==> config.mk <==
export PLATFORM = sky130hd
export DESIGN_NAME = input_vc_controller_param
export DESIGN_NICKNAME = d
export VERILOG_FILES = /design/src/rtl/input_vc_controller_param.sv
export SDC_FILE = /design/constraint.sdc
export NUM_CORES = 1
export LEC_CHECK = 0
export CORE_MARGIN = 2
export CORE_UTILIZATION = 30
export CTS_CLUSTER_SIZE = 10
export DETAILED_ROUTE_END_ITERATION = 12
export GPL_TIMING_DRIVEN = 1
export PLACE_DENSITY_LB_ADDON = 0.08
export SLEW_MARGIN = 15
export SYNTH_ARGS = -nofsm -noshare
export SYNTH_HDL_FRONTEND = slang
export SYNTH_SLANG_ARGS = --single-unit
==> constraint.sdc <==
create_clock -name clk -period 2.8 [get_ports clk]
set_clock_uncertainty 0.15 [all_clocks]
set_input_delay 0.7 -clock clk [delete_from_list [all_inputs] [get_ports clk]]
set_output_delay 0.7 -clock clk [all_outputs]
set_load 0.005 [all_outputs]
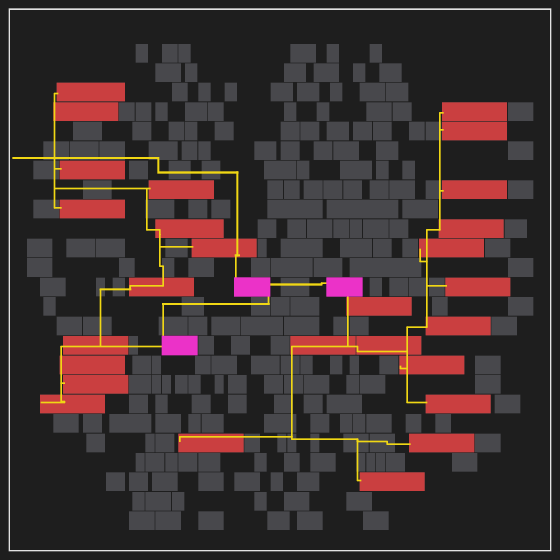
Run 1: clock network drawn from the DEF
flip-flops -> red  # count 27
cells driving clock nets -> magenta  # count 3
clock wires -> yellow  # length 317 µm
routed clock nets = 4
Clk pwr share: 9.2%
worst-skew pair later-pin latency: 0.27 ns
Clock group: 219 µW

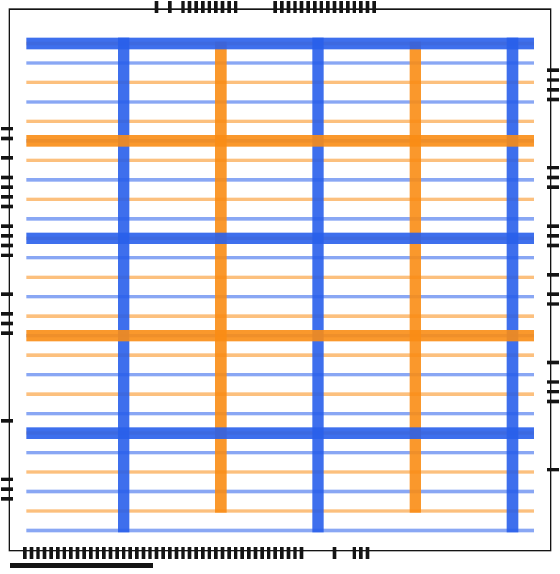
Run 1: supply network
Scale bar: 20 µm. Pins as bars on the die edge.
VSS -> blue
VDD -> orange
met1 rails = 26
met4 straps = 5
rows = 25
Die X: 75.39 µm
core footprint: 4817 µm²

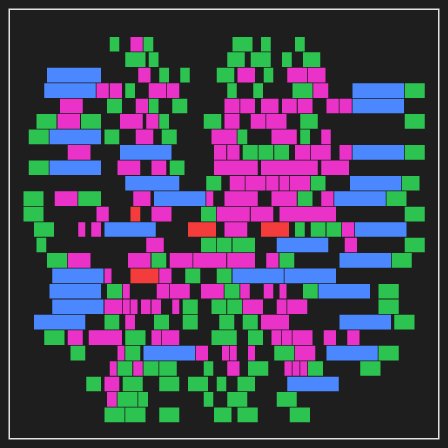
Run 1: placed cells, one colour a class
clock drivers and dummy loads -> red  # cells 4
flip-flops -> blue  # cells 27
all other logic -> magenta  # cells 111
other buffers and delay cells -> green  # cells 111
fin util: 54.44%
Cell Rows: 25
post-layout instance area: 2623 µm²
Seq area share: 25.86%

==> metrics.yaml, run 1 <==
p_sw_uw: 921.6
vdd_ir_drop_max_mv: 0.4689
finalWirelength_um: 4835
cts_tree: "done"
numSynthFlops: 27
grt-ovfl-total: 0
muxShareOfSynthArea_pct: 11.13
postPlaceCellArea_um2: 2497
violations: "setup timing"
path_cells: "dlygate4sd2_1, a21oi_2, o211ai_1, buf_4, a41oi_4, a41oi_2, buf_4, buf_4, dlygate4sd2_1"
holdBufCountCts: 0
inv_count: 7
h-tree-depth: 1
final_common_cell: "buf_4"
ys_seq_share_pct: 44.19
cp.buffers_inverters: 5
netlist_area_um2: 1529
ys_sh_xor_pct: 0
grt_pass1_wl_um: 7603
setup_viol: 14
p_int_uw: 1464
root_buffer: "clkbuf_8"
globalplace.congestion: 0.7828
n_tap_cell: 67
path_class: "input port to output port"
drive_above_1_share_pct: 41.11
comb-cell-share_pct: 33.87
grt_setup_unrepaired: "true"
postCtsSetupRepairBufs: 9
fin_ws_ns: -0.2723
maxCapViolations: 0
buffers: 111
edf_count: 0
critPathMaxFanout: 3
met3_length_um: 282
layout_top_cells: "buf_4 (38), clkdlybuf4s50_1 (36), dfrtp_1 (25), buf_2 (20), and2_1 (12)"
cp_num_cells: 9
ys_top_cells_by_area: "dfrtp_1 (44%), mux2_2 (5.9%), and2_1 (5.7%), mux2i_1 (5.2%), buf_4 (3.9%)"
status: "complete, but fails checks"
synth.logic.top_family: "simple AND/OR/NAND/NOR gates"
crit_path_end_kind: "output port"
worstPathRequired_ns: 1.95
top_area_cell: "dfrtp_1"
clkbuf_count: 3
mi_logic_area_um2: 888.4
buf_share_pct: 34.30
routed.top_layer: "met4"
synth_cell_type_count: 38
largestClassByArea: "non-clock buffers"
synth.avg_cell_area_um2: 10.19
area_delta_synth_final_pct: 71.52
grt_use_met3_pct: 3.836
grt.busiest_layer: "met2"
cp.arrival_ns: 2.22
yosysWarnings: 0
hold-path-cell-count: 1
cts_buffers: 3
max_stage_delay_ns: 0.26
hold_path.class: "flop to flop"
drt.antenna.violating_nets: 0
crit_family: "buffers and inverters"
hpwl_um: 3823
yosysMostFrequentCell: "dfrtp_1"
post-place-ws_ns: -0.9772
ff2ff_path_depth: 8
ys_area_um2: 1529
cts_resized: 116
vias: 1537
==> run 2: changes to the inputs <==
- HOLD_SLACK_MARGIN: default -> 0.05
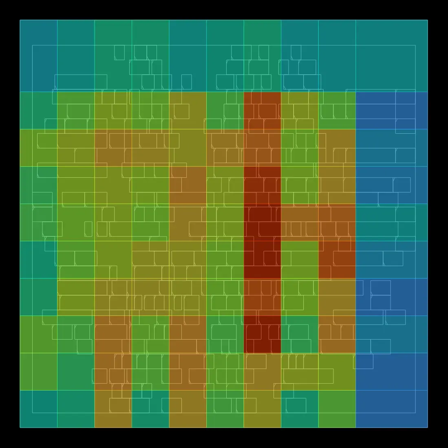
Run 2: congestion heat map
GR Util met2: 31.40%
met3 Use GR: 3.836%
Total GRT Usage: 17.45%
busiest grt layer: met2
M1 GR Usage: 21.88%

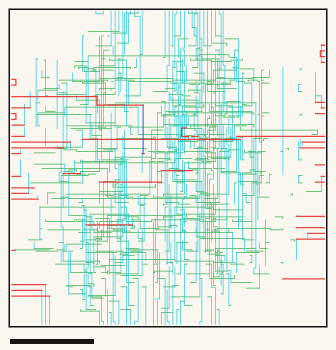
Run 2: wiring by layer
Scale bar: 20 µm.
met2 -> cyan  # wire length 2700 µm
met1 -> green  # wire length 1840 µm
met4 -> blue  # wire length 11.6 µm
met3 -> red  # wire length 282 µm
total routed wirelength: 4835 µm
mean routed wirelength per cell: 15.11 µm

==> metrics.yaml, run 2 <==
status: "complete, but fails checks"
violations: "setup timing"
holdBufCountCts: 0
cp_num_cells: 9
cp.buffers_inverters: 5
postCtsSetupRepairBufs: 9
cts_buffers: 3
grt-ovfl-total: 0
die_width_um: 75.39
clkbuf_count: 3
ys_seq_share_pct: 44.19
globalplace.congestion: 0.7828
hold-path-cell-count: 1
worstSkewPairLatency_ns: 0.27
cts_tree: "done"
drt.antenna.violating_nets: 0
post-place-ws_ns: -0.9772
postPlaceCellArea_um2: 2497
p_int_uw: 1464
crit_family: "buffers and inverters"
comb-cell-share_pct: 33.87
drive_above_1_share_pct: 41.11
largestClassByArea: "non-clock buffers"
path_cells: "dlygate4sd2_1, a21oi_2, o211ai_1, buf_4, a41oi_4, a41oi_2, buf_4, buf_4, dlygate4sd2_1"
inv_count: 7
final_area_um2: 2623
buffers: 111
seq_share_pct: 25.86
ys_top_cells_by_area: "dfrtp_1 (44%), mux2_2 (5.9%), and2_1 (5.7%), mux2i_1 (5.2%), buf_4 (3.9%)"
ys_sh_xor_pct: 0
edf_count: 0
h-tree-depth: 1
setup_viol: 14
vias: 1537
area_delta_synth_final_pct: 71.52
path_class: "input port to output port"
rows: 25
maxCapViolations: 0
numSynthFlops: 27
synth_cell_type_count: 38
critPathMaxFanout: 3
final_common_cell: "buf_4"
cp.arrival_ns: 2.22
p_clk_share_pct: 9.2
hpwl_um: 3823
mi_logic_area_um2: 888.4
coreArea_um2: 4817
n_tap_cell: 67
layout_top_cells: "buf_4 (38), clkdlybuf4s50_1 (36), dfrtp_1 (25), buf_2 (20), and2_1 (12)"
netlist_area_um2: 1529
worstPathRequired_ns: 1.95
fin_ws_ns: -0.2723
buf_share_pct: 34.30
synth.avg_cell_area_um2: 10.19
vdd_ir_drop_max_mv: 0.4689
final_util_pct: 54.44
root_buffer: "clkbuf_8"
met3_length_um: 282
Power is estimated from default activity; no workload was simulated.
